`config.mk`:
```
export PLATFORM = sky130hd
export DESIGN_NAME = mul_seq_32
export DESIGN_NICKNAME = d
export VERILOG_FILES = /design/src/rtl/mul_seq_32.sv
export SDC_FILE = /design/constraint.sdc
export NUM_CORES = 1
export LEC_CHECK = 0
export ABC_AREA = 1
export CAP_MARGIN = 20
export CELL_PAD_IN_SITES_DETAIL_PLACEMENT = 0
export CELL_PAD_IN_SITES_GLOBAL_PLACEMENT = 2
export CORE_AREA = 8 8 223 225
export DETAILED_ROUTE_END_ITERATION = 12
export DIE_AREA = 0 0 231 233
export GPL_ROUTABILITY_DRIVEN = 0
export PLACE_DENSITY = 0.71
export SLEW_MARGIN = 20
export SYNTH_ARGS = -nofsm -noshare
export SYNTH_HDL_FRONTEND = slang
export SYNTH_SLANG_ARGS = --single-unit
```
`constraint.sdc`:
```
create_clock -name clk -period 3.86 [get_ports clk]
set_input_delay 0.772 -clock clk [delete_from_list [all_inputs] [get_ports clk]]
set_output_delay 0.772 -clock clk [all_outputs]
set_load 0.05 [all_outputs]
```
`src/rtl/mul_seq_32.sv`:
```
// Iterative shift-add multiplier: 32 iterations plus a sign-correction cycle,
// registered 2*WIDTH-bit product with a one-cycle done pulse.
module mul_seq_32 #(
  parameter int unsigned WIDTH = 32
) (
  input  logic             clk,
  input  logic             rst_n,
  input  logic             start,
  input  logic             sign_op,
  input  logic [WIDTH-1:0] A,
  input  logic [WIDTH-1:0] B,
  output logic             busy,
  output logic             done,
  output logic [WIDTH-1:0] res_hi,
  output logic [WIDTH-1:0] res_lo
);

  typedef enum logic [1:0] {IDLE, RUN, FIN} state_t;

  localparam int unsigned   CW   = $clog2(WIDTH);
  localparam logic [CW-1:0] LAST = CW'(WIDTH - 1);

  state_t             state, state_nx;
  logic [WIDTH-1:0]   mcand, mplier, acc;
  logic [CW-1:0]      cnt;
  logic               neg;
  logic [WIDTH-1:0]   mag_a, mag_b;
  logic [WIDTH:0]     sum;
  logic [2*WIDTH-1:0] prod, prod_fin;

  // Negating the most-negative value wraps to itself, which read as unsigned is its magnitude.
  assign mag_a = (sign_op && A[WIDTH-1]) ? -A : A;
  assign mag_b = (sign_op && B[WIDTH-1]) ? -B : B;

  // The adder carry becomes the MSB of the accumulator after the right shift.
  assign sum      = {1'b0, acc} + {1'b0, (mplier[0] ? mcand : '0)};
  assign prod     = {acc, mplier};
  assign prod_fin = neg ? -prod : prod;

  assign busy = (state != IDLE);

  always_ff @(posedge clk or negedge rst_n) begin
    if (!rst_n) state <= IDLE;
    else        state <= state_nx;
  end

  always_comb begin
    state_nx = state;
    case (state)
      IDLE:    if (start) state_nx = RUN;
      RUN:     if (cnt == LAST) state_nx = FIN;
      FIN:     state_nx = IDLE;
      default: state_nx = IDLE;
    endcase
  end

  always_ff @(posedge clk or negedge rst_n) begin
    if (!rst_n) begin
      mcand  <= '0;
      mplier <= '0;
      acc    <= '0;
      cnt    <= '0;
      neg    <= 1'b0;
      done   <= 1'b0;
      res_hi <= '0;
      res_lo <= '0;
    end else begin
      done <= 1'b0;
      case (state)
        IDLE: begin
          if (start) begin
            mcand  <= mag_a;
            mplier <= mag_b;
            acc    <= '0;
            cnt    <= '0;
            neg    <= sign_op & (A[WIDTH-1] ^ B[WIDTH-1]);
          end
        end
        RUN: begin
          acc    <= sum[WIDTH:1];
          mplier <= {sum[0], mplier[WIDTH-1:1]};
          cnt    <= cnt + CW'(1);
        end
        FIN: begin
          res_hi <= prod_fin[2*WIDTH-1:WIDTH];
          res_lo <= prod_fin[WIDTH-1:0];
          done   <= 1'b1;
        end
        default: ;
      endcase
    end
  end

endmodule

```
### M1 wires, run 1

Supply wires on this layer in gray.
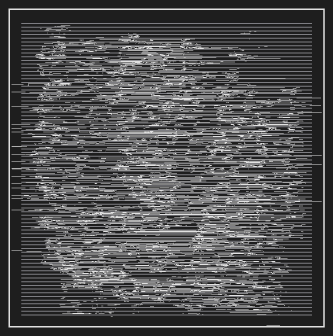
- longest straight run: 76.8 um
- share of all routed wire: 51%
- main direction: horizontal
- nets with wire on the layer: 2081
- wire length on this layer: 24.4 mm

### The metal 2 layer, run 1

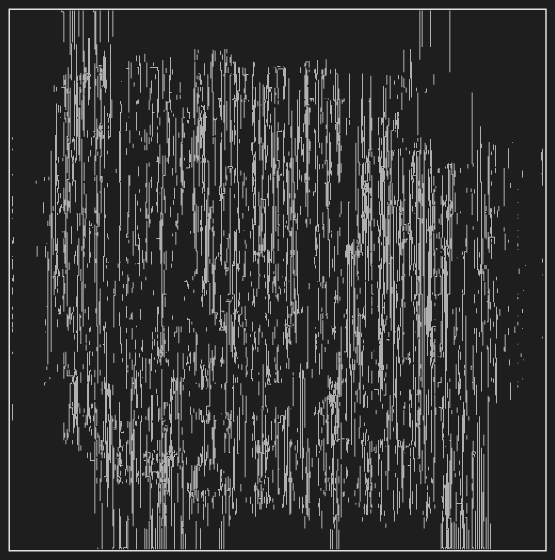
- share of all routed wire: 42%
- wire length on this layer: 20.0 mm
- nets with wire on the layer: 1602
routed vias: 12800
met2 GRT Util: 26.8%
DRT Wirelength: 47400 um

### Metal 3, run 1

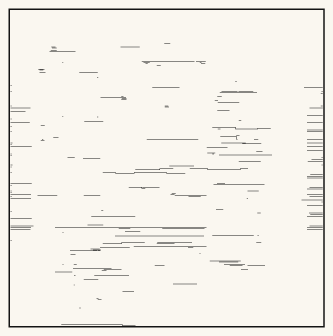
- share of all routed wire: 4.3%
- longest straight run: 111 um
- main direction: horizontal
- wire length on this layer: 2050 um
M3 GR Usage: 2.76%

[run 1: Yosys cell counts (8+ instances only)]
cell type,n
nand2_1,704
inv_1,243
nor2_1,205
nand3_1,175
dfrtp_1,169
o21ai_0,111
a21oi_1,47
xor2_1,43
nand4_1,39
ha_1,37
a22oi_1,27
clkbuf_1,25
buf_2,21
nor3_1,15
nor2_2,14
xnor2_1,14
inv_2,13
o21ai_1,11
nand3b_1,10
nand2_2,8
[run 1: state kept, by name, summed over array words and instances (netlist names)]
signal  cells
neg         1
state       2
mcand      32
done        1
acc        32
res_hi     32
cnt         5
mplier     32
res_lo     32
[run 1: cell type report]
cell class | instances | share of cell area, %
Multi-Input combinational cell | 1520 | 48.0
Sequential cell | 169 | 27.5
Timing Repair Buffer | 149 | 9.53
Inverter | 256 | 6.25
Tap cell | 607 | 4.94
Clock buffer | 19 | 2.82
Clock inverter | 13 | 0.887
[run 1: stage by stage]
| step | setup WS, ns | hold slack (ns) | std cells | instance area (um2) |
|---|---|---|---|---|
| 3_3_place_gp | 1.00 | 0.463 | 2701 | 14800 |
| 3_5_place_dp | 0.956 | 0.468 | 2701 | 14800 |
| 2_1_floorplan | 1.51 | 0.449 | 1999 | 12800 |
| 4_1_cts | 1.12 | 0.300 | 2733 | 15400 |
| 5_1_grt | 0.828 | 0.319 | 2733 | 15400 |
| 6_report | 1.16 | 0.280 | 2733 | 15400 |
[run 1: report_power, final]
group          internal (mW)  switching [mW]  total (mW)
Clock                  0.909           0.807        1.72
Sequential              2.42            1.04        3.45
Combinational           2.21            4.46        6.68
Total                   5.54            6.31        11.8
[run 1: routing by layer]
metal  up-vias  global-route usage, %
met5         -                      0
li1       6628                      -
met2       282                   26.8
met1      5840                   25.6
met3        51                   2.76
met4         0                   5.29
[run 1: cells in the final DEF (no fill, tap or decap), types with 3 or more instances in the layout]
cell and count:
clkbuf_16 17, o21bai_1 3, nor2_1 205, buf_4 15
clkdlybuf4s50_1 132, o211ai_1 4, clkinvlp_4 4, inv_6 3
nor4_1 6, o21ai_1 11, inv_1 243, o21ai_0 111
xnor2_1 14, nor3_1 15, ha_1 37, nand3_2 5
nand2_1 704, inv_2 13, xor2_1 43, dfrtp_1 168
a31oi_1 5, nand4_1 39, nand3_1 175, o22ai_1 6
nand3b_1 10, a21oi_1 47, a22oi_1 27, nand2_2 8
nor2_4 8, o21ai_4 4, inv_8 4, nor2_2 12
[run 1: path summary, 6_finish.rpt]
check	startpoint	to	slack (ns)	depth (start not counted)
setup / recovery	state[0]$_DFFE_PN0P_	busy	1.16	3
hold reg to reg	res_hi[29]$_DFFE_PN0P_	res_hi[29]$_DFFE_PN0P_	0.48	2
hold / removal	rst_n	mplier[24]$_DFFE_PN0P_	0.28	1
max in group asynchronous	rst_n	res_hi[0]$_DFFE_PN0P_	2.67	2
min in group clk	res_hi[29]$_DFFE_PN0P_	res_hi[29]$_DFFE_PN0P_	0.48	2
setup reg to reg	mplier[0]$_DFFE_PN0P_	acc[21]$_DFFE_PN0P_	1.18	17
[run 1: critical path, delay by kind of cell, from the launching register on]
family	cells	cell delay [ns]
buffers and inverters	2	0.79
and+or+nand+nor	1	0.27
DFF	1	0.41
==> job_summary.md, run 1 <==
### Metrics collected by this job

| Metric | Value |
|---|---|
| Run status | completed |
| Simple Share, Synth | 39.8% |
| Vias in the first global route | 12800 |
| Worst rel slew slack | 34.1% |
| Ports | 134 |
| Max cap viols | 0 |
| Most area-hungry cell type in the Yosys netlist | dfrtp_1 |
| OpenROAD warnings | 26 |
| CTS tree | done |
| Clock buffer depth | 2 |
| Crit-path slowest cell | clkdlybuf4s50_1 |
| Metal-1 WL | 24400 um |
| Ao+oa area frac | 10.1% |
| Unrepaired setup endpoints after global routing | no |
| Adder Area Share | 3.77% |
| Max-slew violation count | 0 |
| CP peak stage delay | 0.71 ns |
| H-tree levels | 4 |
| Cells after Synth | 1999 |
| Layout cells sized above 1 | 4.94% |
| Final nets | 2219 |
| Worst min path class | input pin to asynchronous set/reset pin |
| Syn nets | 2105 |
| Asr flop ratio synth | 100% |
| Initial antenna violation count | 0 |
| DRT Pass-1 Iters | 5 |
| Std cell rows | 79 |
| Hold_buf cts | 0 |
| Number of flops mapped to enable cells by yosys | 0 |
| Post-synth area from yosys stat | 12800 um2 |
| Cell Area, Synth | 12800 um2 |
| Dominant comb cell | simple AND/OR/NAND/NOR gates |
| Routed len/inst | 17.4 um |
| Yosys Instances | 1999 |
| CP cell instances | nor2_1 > inv_1 > clkdlybuf4s50_1 |
| IO buf count | 133 |
| PD cells | 771 nW/um2 |
| Synth top area share | 33.0% |
| Clock skew | 0.0116 ns |
| Crit Path Max Fanout | 3 |
| Finish-stage setup viols | 0 |
| FF+latch area | 4230 um2 |
| Syn Area/Cell | 6.41 um2 |
| Fill cells | 5225 |
| Yosys reg bits | 169 |
| Clock Pin Slew Worst Setup and Hold Paths | 0.07 ns |
| Leakage power | 7.61 nW |
| Cts repair resizes | 0 |
| CP required | 3.09 ns |
| Minimum clock period | 2.70 ns |
| Overflow after GRT | 0 |
| CTS Buf Count | 17 |
| Setup_tns | 0 ns |
| Finished Core Util | 33.4% |
| Largest net degree at the start of global routing | 64 |
| Yosys xor share | 3.90% |
| Gate Area | 7380 um2 |
| Total GRT Usage | 17.7% |
| Maximum vdd drop | 0.356 mV |
| DR top layer | met4 |
| Met3 WL | 2050 um |
==> run 1 -> run 2 <==
==> constraint.sdc (replaced) <==
create_clock -name clk -period 2.8 [get_ports clk]
set_input_delay 0.56 -clock clk [delete_from_list [all_inputs] [get_ports clk]]
set_output_delay 0.56 -clock clk [all_outputs]
set_load 0.05 [all_outputs]
### The metal 4 layer, run 2

Scale bar: 50 um. Supply wires on this layer in gray. Cells faint in the background.
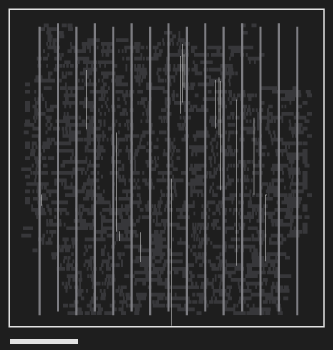
- share of all routed wire: 1.6%
- main direction: vertical
- wire length on this layer: 757 um
routed vias: 12900
DRT Wirelength: 47200 um

### Metal 3, run 2

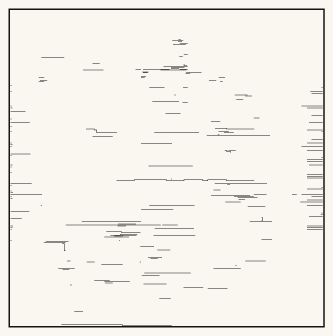
- wire length on this layer: 1920 um
- main direction: horizontal
- nets with wire on the layer: 145
M3 GR Usage: 2.48%

==> run 2 against run 1 <==
Utilization up 0.35 points. Highest routed layer unchanged. Power rose by 39%. Critical path type is now flop to flop. Global-route usage about the same. Largest cell class unchanged.
==> job_summary.md, run 2 <==
### Metrics collected by this job

| Metric | Value |
|---|---|
| Ports | 134 (unchanged) |
| Reg2reg path depth | 15 (was 17) |
| CP startpoint | mplier[0]$_DFFE_PN0P_ (was state[0]$_DFFE_PN0P_) |
| Most area-hungry cell type in the Yosys netlist | dfrtp_1 (unchanged) |
| Hold_ws | 0.0424 ns (was 0.280 ns) |
| Total GRT Usage | 17.7% (about the same) |
| Run status | completed (unchanged) |
| Routed len/inst | 17.2 um (was 17.4 um) |
| Clock buffer depth | 2 (unchanged) |
| Yosys Instances | 1999 (unchanged) |
| Setup slack, reg-to-reg | 0.23 ns (was 1.18 ns) |
| Worst rel slew slack | 55.6% (was 34.1%) |
| Most instantiated logic cells after routing | nand2_1, inv_1, nor2_1 (unchanged) |
| Syn nets | 2105 (unchanged) |
| CP required | 3.20 ns (was 3.09 ns) |
| Adder Area Share | 3.77% (unchanged) |
| Max-slew violation count | 0 (unchanged) |
| Fill cells | 5162 (was 5225) |
| Cell Area, Synth | 12800 um2 (unchanged) |
| Cts repair resizes | 0 (unchanged) |
| Layout cells sized above 1 | 5.74% (was 4.94%) |
| Crit Path Max Fanout | 30 (was 3) |
| Post-synth area from yosys stat | 12800 um2 (unchanged) |
| PD cells | 1060 nW/um2 (was 771 nW/um2) |
| Yosys reg bits | 169 (unchanged) |
| DRT Pass-1 Iters | 4 (was 5) |
| Finish-stage setup viols | 0 (unchanged) |
| Gate Area | 7380 um2 (unchanged) |
| Most frequent logic cell in the layout | nand2_1 (unchanged) |
| Post-Place Worst Slack | 0.184 ns (was 0.956 ns) |
| Ao+oa area frac | 10.1% (unchanged) |
| Maximum vdd drop | 0.501 mV (was 0.356 mV) |
| Final nets | 2236 (was 2219) |
| Most frequent cells after synthesis | nand2_1, inv_1, nor2_1 (unchanged) |
| Synth top area share | 33.0% (unchanged) |
| IO buf count | 133 (unchanged) |
| Critical R2R Capture | acc[31]$_DFFE_PN0P_ (was acc[21]$_DFFE_PN0P_) |
| Minimum clock period | 2.57 ns |
| Setup ws final | 0.230 ns (was 1.16 ns) |
| RR Startpoint | mplier[0]$_DFFE_PN0P_ (unchanged) |
| Clock Pin Slew Worst Setup and Hold Paths | 0.07 ns (about the same) |
| Number of flops mapped to enable cells by yosys | 0 (unchanged) |
| H-tree levels | 4 (unchanged) |
| Clock skew | 0.0117 ns (was 0.0116 ns) |
| Leakage power | 7.71 nW (was 7.61 nW) |
| Syn Area/Cell | 6.41 um2 (unchanged) |
| CTS Buf Count | 17 (unchanged) |
| Largest net degree at the start of global routing | 64 (unchanged) |
| Cell with the most instances after synthesis | nand2_1 (unchanged) |
| Max cap viols | 0 (unchanged) |
| Std cell rows | 79 (unchanged) |
| Unrepaired setup endpoints after global routing | no (unchanged) |
| OpenROAD warnings | 26 (unchanged) |
-- run 2: netlist changes by cell type in the layout (fill, tap and decap cells not counted), sizes merged --
cell / before / now
buf: 17 / 34
clkbuf: 19 / 20
clkinv: 1 / 4
clkinvlp: 4 / 2
inv: 263 / 262
bufinv: 1 / 0
-- run 2: layout make-up --
| class | count | area share, % |
|---|---|---|
| Multi-Input combinational cell | 1520 | 47.6 |
| Clock buffer | 20 | 2.94 |
| Tap cell | 607 | 4.89 |
| Inverter | 256 | 6.19 |
| Timing Repair Buffer | 166 | 10.5 |
| Sequential cell | 169 | 27.2 |
| Clock inverter | 12 | 0.685 |
-- run 2: power by group --
| part | switching (mW) | leakage, nW | total (mW) | internal, mW |
|---|---|---|---|---|
| logic | 6.38 | 5.37 | 9.58 | 3.20 |
| registers | 1.19 | 2.07 | 4.53 | 3.34 |
| clock network | 1.11 | 0.273 | 2.32 | 1.21 |
| total | 8.68 | 7.71 | 16.4 | 7.74 |
-- run 2: worst max path at each step --
stage,to,slack (ns),depth (start not counted)
after floorplan,acc[15]$_DFFE_PN0P_,0.45,17
after global placement,mcand[30]$_DFFE_PN0P_,0.20,10
after detailed placement,mcand[30]$_DFFE_PN0P_,0.18,10
after CTS,acc[31]$_DFFE_PN0P_,0.25,15
after global routing,acc[28]$_DFFE_PN0P_,0.06,14
final,acc[31]$_DFFE_PN0P_,0.23,15
-- run 2: logic make-up (layout without fill, tap and decap cells) --
group | after synthesis | count (layout)
AND/OR/NAND/NOR | 1200 | 1200
buffers and inverters | 310 | 454
AND-OR/OR-AND | 225 | 225
flip-flops | 169 | 169
XOR/XNOR | 57 | 57
adder cells (fa/ha/maj) | 38 | 38
-- run 2: worst max-delay path, stage by stage, from the launching register on --
cell,delay (ns)
dfrtp_1,0.42
buf_4,0.17
buf_12,0.15
nand2_1,0.07
inv_1,0.04
ha_1,0.42
nand2_1,0.13
nor2_1,0.25
nand2_1,0.14
nor2_1,0.12
nand2_1,0.12
nand3_1,0.14
nand2_1,0.11
nand2_1,0.08
nand2_1,0.05
nand2_1,0.07
-- run 2: metrics by stage --
stage,std cells,cell area [um2]
after global placement,2718,15000
after global routing,2750,15500
after CTS,2750,15500
final,2750,15500
after floorplan,1999,12800
after detailed placement,2718,15000
-- run 2: routing by layer --
metal  vias up  share of wire [%]  track usage (%)
met5         -                  0                0
met4         0                1.6             4.69
met3        35                4.1             2.48
met2       281                 43             26.8
met1      5892                 52             25.9
li1       6650                  -                -
==> run 2 -> run 3 <==
==> constraint.sdc (replaced) <==
create_clock -name clk -period 2.8 [get_ports clk]
set_input_delay 0.56 -clock clk [delete_from_list [all_inputs] [get_ports clk]]
set_output_delay 0.56 -clock clk [all_outputs]
set_load 0.01 [all_outputs]
==> run 3 against run 2 <==
Register-to-register slack about the same. Sequential cell count stayed put. Clock power about the same. Via count unchanged. Critical path type unchanged. Critical path depth did not move. Sequential power about the same. Worst hold slack unchanged. Synthesized area is the same. Design area unchanged.
==> job_summary.md, run 3 <==
### Metrics collected by this job

| Metric | Value |
|---|---|
| Yosys reg bits | 169 (unchanged) |
| Layout cells sized above 1 | 5.74% (unchanged) |
| Clock buffer depth | 2 (unchanged) |
| Crit Path Max Fanout | 30 (unchanged) |
| H-tree levels | 4 (unchanged) |
| Most instantiated logic cells after routing | nand2_1, inv_1, nor2_1 (unchanged) |
| Finished Core Util | 33.7% (unchanged) |
| OpenROAD warnings | 26 (unchanged) |
| IO buf count | 133 (unchanged) |
| Most frequent cells after synthesis | nand2_1, inv_1, nor2_1 (unchanged) |
| Max-slew violation count | 0 (unchanged) |
| Yosys Instances | 1999 (unchanged) |
| Int Power | 7.75 mW (was 7.74 mW) |
| CTS Buf Count | 17 (unchanged) |
| Final nets | 2236 (unchanged) |
| CTS tree | done (unchanged) |
| DRT Pass-1 Iters | 4 (unchanged) |
| Overflow after GRT | 0 (unchanged) |
| Asr flop ratio synth | 100% (unchanged) |
| Largest net degree at the start of global routing | 64 (unchanged) |
| Finish-stage setup viols | 0 (unchanged) |
| Post-Place Worst Slack | 0.184 ns (unchanged) |
| Clock skew | 0.0117 ns (unchanged) |
| Minimum clock period | 2.57 ns (unchanged) |
| Run status | completed (unchanged) |
| Most area-hungry cell type in the Yosys netlist | dfrtp_1 (unchanged) |
| Worst rel slew slack | 55.6% (unchanged) |
| Setup ws final | 0.230 ns (unchanged) |
| Syn Area/Cell | 6.41 um2 (unchanged) |
| Total GRT Usage | 17.7% (unchanged) |
| Cts repair resizes | 0 (unchanged) |
| Max cap viols | 0 (unchanged) |
| Synth top area share | 33.0% (unchanged) |
| Vias in the first global route | 12700 (unchanged) |
| Hold_ws | 0.0424 ns (unchanged) |
| PD cells | 1040 nW/um2 (was 1060 nW/um2) |
| Post-synth area from yosys stat | 12800 um2 (unchanged) |
| Cells after Synth | 1999 (unchanged) |
| Number of flops mapped to enable cells by yosys | 0 (unchanged) |
| Ports | 134 (unchanged) |
| Initial antenna violation count | 0 (unchanged) |
[run 3: cell counts after synthesis]
Identical to the previous run, type by type.
[run 3: worst paths after layout]
kind                                       startpoint                endpoint  slack (ns)  cells past startpoint
max in group asynchronous                       rst_n  res_hi[28]$_DFFE_PN0P_        2.01                      2
worst max register to register  mplier[0]$_DFFE_PN0P_     acc[31]$_DFFE_PN0P_        0.23                     15
worst max-delay path            mplier[0]$_DFFE_PN0P_     acc[31]$_DFFE_PN0P_        0.23                     15
worst min register to register  res_hi[7]$_DFFE_PN0P_   res_hi[7]$_DFFE_PN0P_        0.48                      2
min in group clk                res_hi[7]$_DFFE_PN0P_   res_hi[7]$_DFFE_PN0P_        0.48                      2
worst min-delay path                            rst_n    mcand[1]$_DFFE_PN0P_        0.04                      1
[run 3: power groups by stage]
stage          Combinational, mW  Clock [mW]  Sequential, mW
6_report                    9.23        2.32            4.53
3_3_place_gp                9.26           0            4.54
5_1_grt                     10.5        2.49            4.65
3_5_place_dp                9.27           0            4.55
2_1_floorplan               6.37           0            4.09
4_1_cts                     9.31        2.41            4.51
[run 3: cell type report]
type	instances	area, um2	area share, %
Inverter	256	961	6.19
Tap cell	607	759	4.89
Sequential cell	169	4230	27.2
Clock buffer	20	457	2.94
Clock inverter	12	106	0.685
Multi-Input combinational cell	1520	7380	47.6
Timing Repair Buffer	166	1630	10.5
[run 3: per-layer routing]
metal	part of all wire, %	GRT usage [%]
met3	4.1	2.48
met1	52	25.9
met2	43	26.8
met4	1.6	4.69
met5	0	0
[run 3: critical path: cells and delay by family (launching register included)]
kind	cells	cell delay (ns)
buf+inv	3	0.36
fa+ha+maj	1	0.42
flops	1	0.42
simple gates	11	1.28
[run 3: kinds of logic after synthesis]
family	after synthesis	share of synthesized area, %
simple gates	1200	39.8
xor+xnor	57	3.90
buf+inv	310	9.41
fa+ha+maj	38	3.77
flops	169	33.0
compound gates	225	10.1
### Metal 3, run 3

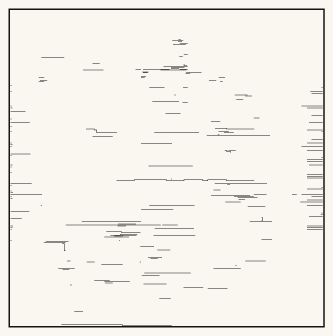
- main direction: horizontal
- share of all routed wire: 4.1%
- longest straight run: 69.9 um
- nets with wire on the layer: 145
- wire length on this layer: 1920 um

### The metal 4 layer, run 3

Scale bar: 50 um. Supply wires on this layer in gray. Cells faint in the background.
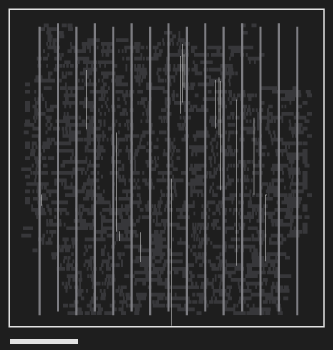
- share of all routed wire: 1.6%
- main direction: vertical
- wire length on this layer: 757 um
- longest straight run: 122 um

No activity file was given, so power comes from the tool's default toggle rates.
